==> src/rtl/matr_ram_param.sv <==
// Single-clock matrix buffer with one read and one write port, a built-in clear
// sweep after reset or on request, and a sticky illegal-access flag.
//
// state | meaning
// ------+----------------------------------------------------------------
// CLEAR | sweep writes INIT_VAL to every entry; user accesses rejected
// READY | normal read/write service with address range checking
module matr_ram_param #(
   parameter int WIDTH = 13,
   parameter int DEPTH = 32,
   parameter int AW = 5,
   parameter int BYPASS = 1,
   parameter logic [WIDTH-1:0] INIT_VAL = '0
) (
   input  logic             clk,
   input  logic             reset,
   input  logic             clr,
   input  logic             matr_rd,
   input  logic [AW-1:0]    matr_rd_addr,
   output logic [WIDTH-1:0] matr_dataout,
   output logic             matr_rd_vld,
   input  logic             matr_wr,
   input  logic [AW-1:0]    matr_wr_addr,
   input  logic [WIDTH-1:0] matr_datain,
   output logic             init_busy,
   output logic             addr_err
);

   localparam logic [0:0] CLEAR = 1'b0;
   localparam logic [0:0] READY = 1'b1;

   logic [0:0]       state;
   logic [AW-1:0]    cnt;
   logic [WIDTH-1:0] mem [DEPTH];

   logic             rd_in_range;
   logic             wr_in_range;
   logic             accept;
   logic             wr_ok;
   logic             mem_we;
   logic [AW-1:0]    mem_addr;
   logic [WIDTH-1:0] mem_din;
   logic [WIDTH-1:0] rd_data;

   always_comb begin
      rd_in_range = 32'(matr_rd_addr) < 32'(DEPTH);
      wr_in_range = 32'(matr_wr_addr) < 32'(DEPTH);
      accept      = (state == READY) && !clr;
      wr_ok       = accept && matr_wr && wr_in_range;
      mem_we      = !reset && (((state == CLEAR) && !clr) || wr_ok);
      mem_addr    = (state == CLEAR) ? cnt : matr_wr_addr;
      mem_din     = (state == CLEAR) ? INIT_VAL : matr_datain;
      // Same-address collision: forward the incoming word or keep the array's old value.
      if ((BYPASS != 0) && matr_wr && (matr_wr_addr == matr_rd_addr))
         rd_data = matr_datain;
      else
         rd_data = mem[matr_rd_addr];
   end

   always_ff @(posedge clk) begin
      if (mem_we)
         mem[mem_addr] <= mem_din;
   end

   always_ff @(posedge clk) begin
      if (reset) begin
         state        <= CLEAR;
         cnt          <= '0;
         matr_dataout <= '0;
         matr_rd_vld  <= 1'b0;
         addr_err     <= 1'b0;
      end else begin
         case (state)
            CLEAR: begin
               matr_rd_vld <= 1'b0;
               if (matr_rd || matr_wr)
                  addr_err <= 1'b1;
               if (clr) begin
                  cnt <= '0;
               end else if (cnt == AW'(DEPTH - 1)) begin
                  state <= READY;
                  cnt   <= '0;
               end else begin
                  cnt <= cnt + 1'b1;
               end
            end
            READY: begin
               if (clr) begin
                  state       <= CLEAR;
                  cnt         <= '0;
                  addr_err    <= 1'b0;
                  matr_rd_vld <= 1'b0;
               end else begin
                  matr_rd_vld <= matr_rd;
                  if (matr_rd)
                     matr_dataout <= rd_in_range ? rd_data : '0;
                  if ((matr_rd && !rd_in_range) || (matr_wr && !wr_in_range))
                     addr_err <= 1'b1;
               end
            end
            default: begin
               state <= CLEAR;
               cnt   <= '0;
            end
         endcase
      end
   end

   assign init_busy = (state == CLEAR);

endmodule
==> config.mk <==
export PLATFORM = sky130hd
export DESIGN_NAME = matr_ram_param
export DESIGN_NICKNAME = d
export VERILOG_FILES = /design/src/rtl/matr_ram_param.sv
export SDC_FILE = /design/constraint.sdc
export NUM_CORES = 1
export LEC_CHECK = 0
export CORE_UTILIZATION = 55
export DETAILED_ROUTE_END_ITERATION = 8
export PLACE_DENSITY = 0.8
export SYNTH_ARGS = -nofsm -noshare
export SYNTH_HDL_FRONTEND = slang
export SYNTH_SLANG_ARGS = --single-unit
==> constraint.sdc <==
create_clock -name clk -period 2.3 [get_ports clk]
set_input_delay 0.69 -clock clk [delete_from_list [all_inputs] [get_ports clk]]
set_output_delay 0.69 -clock clk [all_outputs]
set_load 0.01 [all_outputs]
### A small window of the routed layout, run 1

Region (70, 70) to (110, 110) um. Cells in gray, sequential cells in the stronger gray; small squares are vias.
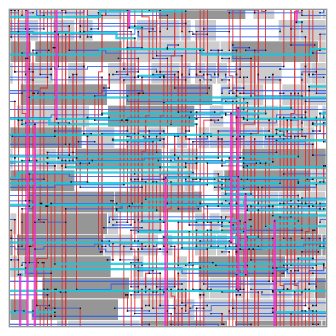
legend:
  magenta:
    layer: met4
  cyan:
    layer: met3
  red:
    layer: met2
  blue:
    layer: met1
most frequent: buf_4 (23), edfxtp_1 (20), nor2_1 (15)
cells with their middle in the window: 106
netlist names of flops here include: mem (20)
sequential cells in the window: 20

### Routed metal per tile, run 1

Bar = 50 um. The die is cut into 36 by 36 equal tiles; white is low, dark blue is high, scaled to the fullest tile. Values are wire area over tile area, all layers added.
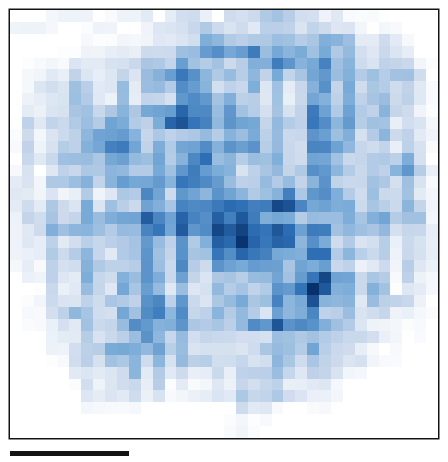
densest ninth of the die: center
fullest tile: 0.78
tiles over half the peak: 16%
emptiest ninth of the die: lower right
nearly empty tiles: 16%

### M3 wires, run 1

Cells faint in the background.
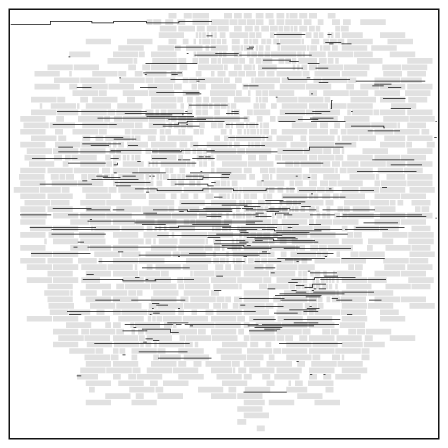
wire length on this layer: 3950 um
nets with wire on the layer: 178
longest straight run: 86.5 um
share of all routed wire: 9.4%
main direction: horizontal

### Clock routing, run 1

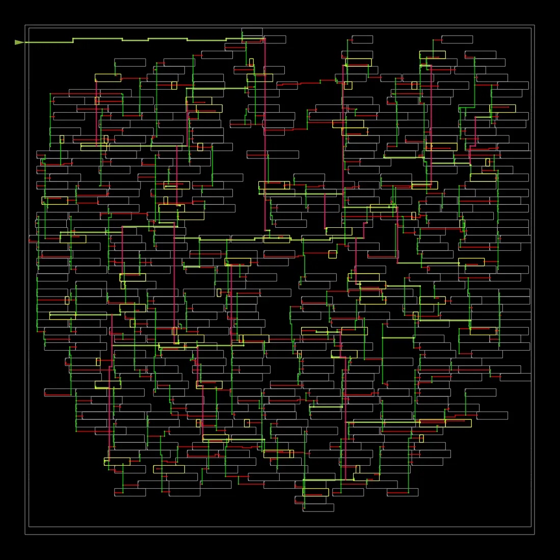
clock-net power: 6720 uW
TritonCTS Buffers: 43
Seq cells: 437
Worst-Skew Late Latency: 0.54 ns

==> impl_metrics.csv, run 1 <==
group,metric,value,unit
setup_path,cp-start-kind,"register",
final_layout,layout.nets,1211,
pwr,power.leakage,0.00801,uW
pwr,p_seq,8600,uW
final_layout,postLayoutCellArea,0.0208,mm2
placement,routabilityCongestion,0.967,
synthesis,synthAdderAreaFrac,0.00143,
job,warnings,27,
synthesis,yosys_cells,992,
drt,top_layer,"met4",
final_layout,logic_gates,499,
pwr,power_leader,"registers",
pwr,p_int,12800,uW
placement,hpwlAfterDp,28.7,mm
pwr,clockPowerShare,0.420,
final_layout,largestRegisters,"mem: 416 flops, matr_dataout: 13 flops, cnt: 5 flops",
outcome,status,"completed",
drt,antenna_left,0,
final_layout,drive_above_1_share,0.232,
timing,hold_viol_final,0,
setup_path,rr_startpoint,"state$_SDFF_PP0_",
cts,cts_max_level,2,
final_layout,area_delta_synth_final,18.6,%
synthesis,synth.comb.largest_family,"multiplexers",
pwr,p_comb,692,uW
final_layout,num-nonclk-buffers,198,
final_layout,clk_share,0.0646,
placement,portBuffers,43,
setup_path,cp-endpoint,"init_busy",
global_route,grt_pass1_vias,10100,
cts,cts_tree,"yes",
timing,hold_ws,0.493,ns
placement,pre_cts_slack,-0.483,ns
final_layout,buffer_area_frac,0.0856,
floorplanning,die_area,0.0326,mm2
setup_path,cp.arrival,1.52,ns
timing,max_freq,0.452,GHz
synthesis,synthCells,992,
pwr,p_sw_frac,0.200,
timing,finalSetupTns,0,ns
worst_hold_path,holdPathEnd,"matr_dataout[9]$_SDFFE_PP0P_",
synthesis,yosys_area,0.0175,mm2
timing,fin_crit,2.21,ns
drt,dr_total_vias,9968,
global_route,top_usage_layer,"met2",
final_layout,diodes,0,
timing,finalSetupViolCount,0,
placement,dpl.cell_count,1538,
synthesis,ys_warn_count,0,
timing,finalClockPeriodUsage,0.963,
synthesis,ys_top_cells_by_count,"edfxtp_1 (416), mux2i_1 (129), a22oi_1 (61), nor2_1 (58), nand2_1 (43)",
timing,rsz0062_at_grt,"no",
final_layout,inv_count,2,
global_route,antenna_found_initial,0,
final_layout,n_fill_cell,1994,
synthesis,xor_area_frac,0.00250,
pwr,ir_drop,0.626,mV
final_layout,final_cells,1615,
synthesis,ys_seq_frac,0.736,
cts,clk_pin_slew_worst_paths,0.06,ns
synthesis,synthMuxAreaShare,0.131,
drt,wirelength,42.0,mm
synthesis,edf_count,416,
drt,vias_per_cell,6.17,
cts,post_cts_buffers,0,
drt,met2_length,20.5,mm
drt,wl_per_cell,26.0,um
job,drv_cap,0,
final_layout,seq_area,0.0129,mm2
floorplanning,fp_util,0.557,
synthesis,aoi_share,0.0488,
final_layout,seq-cell-share,0.621,
cts,cts_sinks,437,
synthesis,yosysMostFrequentCell,"edfxtp_1",
floorplanning,die_x,181,um
final_layout,logic_area,0.00426,mm2
synthesis,synth_top_area_share,0.712,
drt,wl_met3,3.95,mm
global_route,track_usage,0.262,
timing,worst_slew_pin_slew,0.648,ns
timing,relSlewSlack,0.568,
setup_path,reg2regPathDepth,8,
synthesis,syn_area_per_cell,17.7,um2
setup_path,worstSetupPathType,"reg2out",
floorplanning,dieHeight,181,um
global_route,met2_usage,0.426,
worst_hold_path,holdCritStartpoint,"matr_dataout[9]$_SDFFE_PP0P_",
global_route,overflow,0,
setup_path,required,1.61,ns
synthesis,top_cells_by_area,"edfxtp_1 (71%), mux2i_1 (7.4%), mux4_2 (5.0%)",
synthesis,synth_cell_types,45,
synthesis,async_reset_ff_frac,0,
final_layout,clkbuf_count,53,
setup_path,end_kind,"output pin",
worst_hold_path,worstHoldPathType,"reg2reg",
pwr,power.total,16000,uW
==> run 1: worst max-delay path: stages (launching register included) <==
cell and delay, ns:
dfxtp_2 0.37, inv_1 0.09, clkdlybuf4s50_1 0.54
==> run 1: cell usage in the layout (no fill, tap or decap), types with 8 or more instances in the layout <==
cell type	count
buf_4	141
nand2_1	43
edfxtp_1	416
nor3_2	15
clkinv_2	9
clkinv_1	10
a31oi_1	8
dfxtp_1	20
nor2_1	57
clkbuf_1	8
mux4_2	39
a22oi_1	61
o2bb2ai_1	8
buf_12	15
and2_1	17
nand3_1	33
mux2i_1	129
clkdlybuf4s50_1	41
clkbuf_16	45
==> run 2: changes to the inputs <==
Settings changed: CTS_CLUSTER_DIAMETER set to 200.
### Clock network drawn from the DEF, run 2

Bar = 50 um.
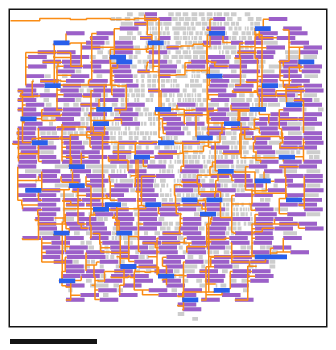
legend:
  blue:
    item: cells driving clock nets
    count: 43
  purple:
    item: flip-flops
    count: 437
  orange:
    item: clock wires
    length: 4550 um
routed clock nets: 44
flops lie: spread over the die

==> run 2 against run 1 <==
Core utilization did not move. Critical path depth did not move. Hold slack did not move. Combinational power barely moved. Wire length did not move. Register-to-register slack barely moved. Sequential share of layout area did not move. First-iteration DRC count did not move. Global-route usage did not move. Count of clock-buffer cells in the layout did not move. Critical endpoint unchanged.
==> impl_metrics.csv, run 2 <==
group,metric,value,unit
synthesis,ys_seq_frac,0.736,
setup_path,cp_cell_sequence,"inv_1, clkdlybuf4s50_1",
drt,antenna_left,0,
setup_path,critical_path_depth,2,
timing,relSlewSlack,0.568,
worst_hold_path,holdCritStartpoint,"matr_dataout[9]$_SDFFE_PP0P_",
synthesis,ys_top_cells_by_count,"edfxtp_1 (416), mux2i_1 (129), a22oi_1 (61), nor2_1 (58), nand2_1 (43)",
final_layout,diodes,0,
placement,routabilityCongestion,0.967,
synthesis,synthCells,992,
setup_path,rr_startpoint,"state$_SDFF_PP0_",
placement,pre_cts_slack,-0.483,ns
setup_path,crit_slowest_cell,"clkdlybuf4s50_1",
synthesis,edf_count,416,
final_layout,mostFrequentLayoutCells,"edfxtp_1 (416), buf_4 (141), mux2i_1 (129)",
final_layout,drive_above_1_share,0.232,
synthesis,synth_cell_types,45,
global_route,track_usage,0.262,
cts,cts_sinks,437,
setup_path,cp-start-kind,"register",
cts,clk_latency,0.54,ns
cts,clk_pin_slew_worst_paths,0.06,ns
pwr,clockPowerShare,0.420,
pwr,ir_drop,0.626,mV
setup_path,cp.arrival,1.52,ns
worst_hold_path,holdPathEnd,"matr_dataout[9]$_SDFFE_PP0P_",
outcome,status,"completed",
setup_path,worst_path_largest_cell_delay,0.54,ns
synthesis,yosysMostFrequentCell,"edfxtp_1",
timing,hold_viol_final,0,
global_route,overflow,0,
timing,finalClockPeriodUsage,0.963,
final_layout,n_fill_cell,1994,
cts,cts_max_level,2,
floorplanning,dieHeight,181,um
pwr,power.leakage,0.00801,uW
floorplanning,fp_util,0.557,
global_route,top_usage_layer,"met2",
final_layout,final_cells,1615,
final_layout,layout.nets,1211,
setup_path,end_kind,"output pin",
synthesis,async_reset_ff_frac,0,
pwr,power_leader,"registers",
timing,rsz0062_at_grt,"no",
global_route,grt_pass1_vias,10100,
final_layout,postLayoutCellArea,0.0208,mm2
drt,wirelength,42.0,mm
setup_path,required,1.61,ns
drt,wl_per_cell,26.0,um
drt,met2_length,20.5,mm
global_route,antenna_found_initial,0,
synthesis,yosys_area,0.0175,mm2
setup_path,reg2regPathDepth,8,
final_layout,final_common_cell,"edfxtp_1",
pwr,p_seq,8600,uW
pwr,p_int,12800,uW
drt,top_layer,"met4",
global_route,met2_usage,0.426,
placement,portBuffers,43,
worst_hold_path,worstHoldPathType,"reg2reg",
timing,finalSetupTns,0,ns
timing,fin_crit,2.21,ns
cts,cts_tree,"yes",
job,warnings,27,
timing,max_freq,0.452,GHz
synthesis,ys_warn_count,0,
floorplanning,die_x,181,um
synthesis,top_cells_by_area,"edfxtp_1 (71%), mux2i_1 (7.4%), mux4_2 (5.0%)",
floorplanning,die_area,0.0326,mm2
setup_path,crit_buf_inv,2,
setup_path,cp-endpoint,"init_busy",
==> run 2: cell counts after synthesis <==
No cell type changed its count.
==> run 2: logic make-up after synthesis <==
logic type | share of synthesized area
DFF | 0.736
and+or+nand+nor | 0.0586
muxes | 0.131
AOI/OAI and AO/OA | 0.0488
buffers and inverters | 0.0216
xor gates and xnor gates | 0.00250
adders and majority gates | 0.00143
==> run 2: cell type report <==
cell class | count | area [um2] | area share
Clock buffer | 53 | 1160 | 0.0556
Clock inverter | 24 | 188 | 0.00902
Inverter | 2 | 7.51 | 0.000361
Multi-Input combinational cell | 499 | 4260 | 0.205
Sequential cell | 437 | 12900 | 0.621
Tap cell | 402 | 503 | 0.0242
Timing Repair Buffer | 198 | 1780 | 0.0856
### A small window of the routed layout, run 2

Region (70, 70) to (110, 110) um. Cells in gray, sequential cells in the stronger gray; small squares are vias.
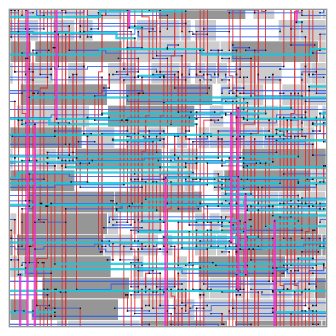

==> run 3: changes to the inputs <==
Settings changed: CORE_ASPECT_RATIO set to 1.2.
### A small window of the routed layout, run 3

Region (63, 79) to (103, 119) um. Cells in gray, sequential cells in the stronger gray; small squares are vias.
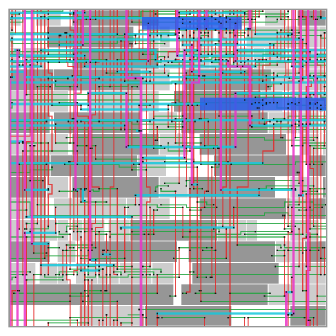
legend:
  cyan:
    layer: met3
  green:
    layer: met1
  red:
    layer: met2
  blue:
    layer: met5
  magenta:
    layer: met4
cells with their middle in the window: 92
sequential cells in the window: 24
most frequent: edfxtp_1 (24), buf_4 (13), mux2i_1 (12)
netlist names of flops here include: mem (24)

==> run 3 against run 2 <==
Hold slack got worse by 0.0093 ns. Die area about the same. Register-to-register slack got worse by 0.06 ns. Critical endpoint is now matr_dataout[4]. Highest routed layer is now met5.
==> impl_metrics.csv, run 3 <==
group,metric,value,unit
synthesis,ys_seq_frac,0.736,
placement,pre_cts_slack,-0.414,ns
global_route,antenna_found_initial,4,
floorplanning,fp_util,0.559,
global_route,grt_first_pass_wirelength,60.6,mm
setup_path,cp-endpoint,"matr_dataout[4]",
timing,relSlewSlack,0.563,
global_route,grt_max_degree,34,
drt,antenna_left,0,
synthesis,syn_area,0.0175,mm2
final_layout,final_cells,1600,
floorplanning,die_x,165,um
final_layout,mostFrequentLayoutCells,"edfxtp_1 (416), mux2i_1 (129), buf_4 (119)",
timing,fin_crit,2.25,ns
setup_path,reg2regPathDepth,8,
pwr,p_int,12400,uW
drt,wl_per_cell,25.9,um
setup_path,cp.arrival,1.56,ns
timing,rsz0062_at_grt,"no",
pwr,pg_clk,6260,uW
cts,clk_latency,0.55,ns
cts,clk_pin_slew_worst_paths,0.06,ns
synthesis,edf_count,416,
cts,cts_max_level,2,
final_layout,diodes,0,
synthesis,yosys_area,0.0175,mm2
setup_path,crit_buf_inv,1,
final_layout,postLayoutCellArea,0.0208,mm2
setup_path,cp-start-kind,"register",
worst_hold_path,holdPathEnd,"matr_dataout[10]$_SDFFE_PP0P_",
setup_path,rr_startpoint,"state$_SDFF_PP0_",
floorplanning,die_area,0.0326,mm2
synthesis,synth_cell_types,45,
pwr,ir_drop,0.710,mV
final_layout,layout.nets,1202,
synthesis,synthCells,992,
setup_path,worst_path_largest_cell_delay,0.58,ns
cts,cts_sinks,437,
timing,hold_viol_final,0,
timing,slew_violations,0,
floorplanning,core_area,0.0314,mm2
pwr,power_switching,3140,uW
timing,max_freq,0.444,GHz
timing,finalSetupTns,0,ns
pwr,clockPowerShare,0.403,
setup_path,cp_cell_sequence,"clkdlybuf4s50_1",
pwr,power_leader,"registers",
placement,routabilityCongestion,0.992,
timing,worst_slew_pin_slew,0.655,ns
setup_path,required,1.61,ns
final_layout,final_common_cell,"edfxtp_1",
pwr,power.leakage,0.00795,uW
outcome,status,"completed",
synthesis,yosysMostFrequentCell,"edfxtp_1",
final_layout,n_fill_cell,1982,
cts,cts_tree,"yes",
cts,ctsResizeCount,2,
synthesis,ys_warn_count,0,
worst_hold_path,holdCritStartpoint,"matr_dataout[10]$_SDFFE_PP0P_",
setup_path,cp-startpoint,"matr_dataout[4]$_SDFFE_PP0P_",
job,warnings,27,
final_layout,top_register,"mem",
global_route,track_usage,0.261,
final_layout,drive_above_1_share,0.224,
floorplanning,dieHeight,198,um
setup_path,crit_slowest_cell,"clkdlybuf4s50_1",
synthesis,top_cells_by_area,"edfxtp_1 (71%), mux2i_1 (7.4%), mux4_2 (5.0%)",
pwr,p_seq,8600,uW
setup_path,end_kind,"output pin",
setup_path,critical_path_depth,1,
synthesis,ys_top_cells_by_count,"edfxtp_1 (416), mux2i_1 (129), a22oi_1 (61), nor2_1 (58), nand2_1 (43)",
placement,portBuffers,43,
timing,finalClockPeriodUsage,0.980,
synthesis,async_reset_ff_frac,0,
worst_hold_path,worstHoldPathType,"reg2reg",
run 3: area by class of cell:
type                    instances  area, um2  share of cell area
flip-flops and latches        437      12900               0.620
multi-input cells             499       4260               0.205
well taps                     401        502              0.0241
clock buffers                  55       1110              0.0533
repair buffers                192       1910              0.0917
inverters                       2       7.51            0.000361
clock inverters                14        109             0.00523
run 3: layer usage:
layer | GRT usage | up-vias | routed length (um)
met3 | 0.0546 | 154 | 3070
met5 | 0 | - | 40
li1 | - | 4325 | -
met2 | 0.435 | 472 | 20900
met1 | 0.319 | 5010 | 15100
met4 | 0.140 | 6 | 2440
run 3: logic make-up after synthesis:
logic type / synth area share
simple gates: 0.0586
fa+ha+maj: 0.00143
mux: 0.131
xor+xnor: 0.00250
compound gates: 0.0488
flops: 0.736
buf+inv: 0.0216
Power is estimated from default activity; no workload was simulated.
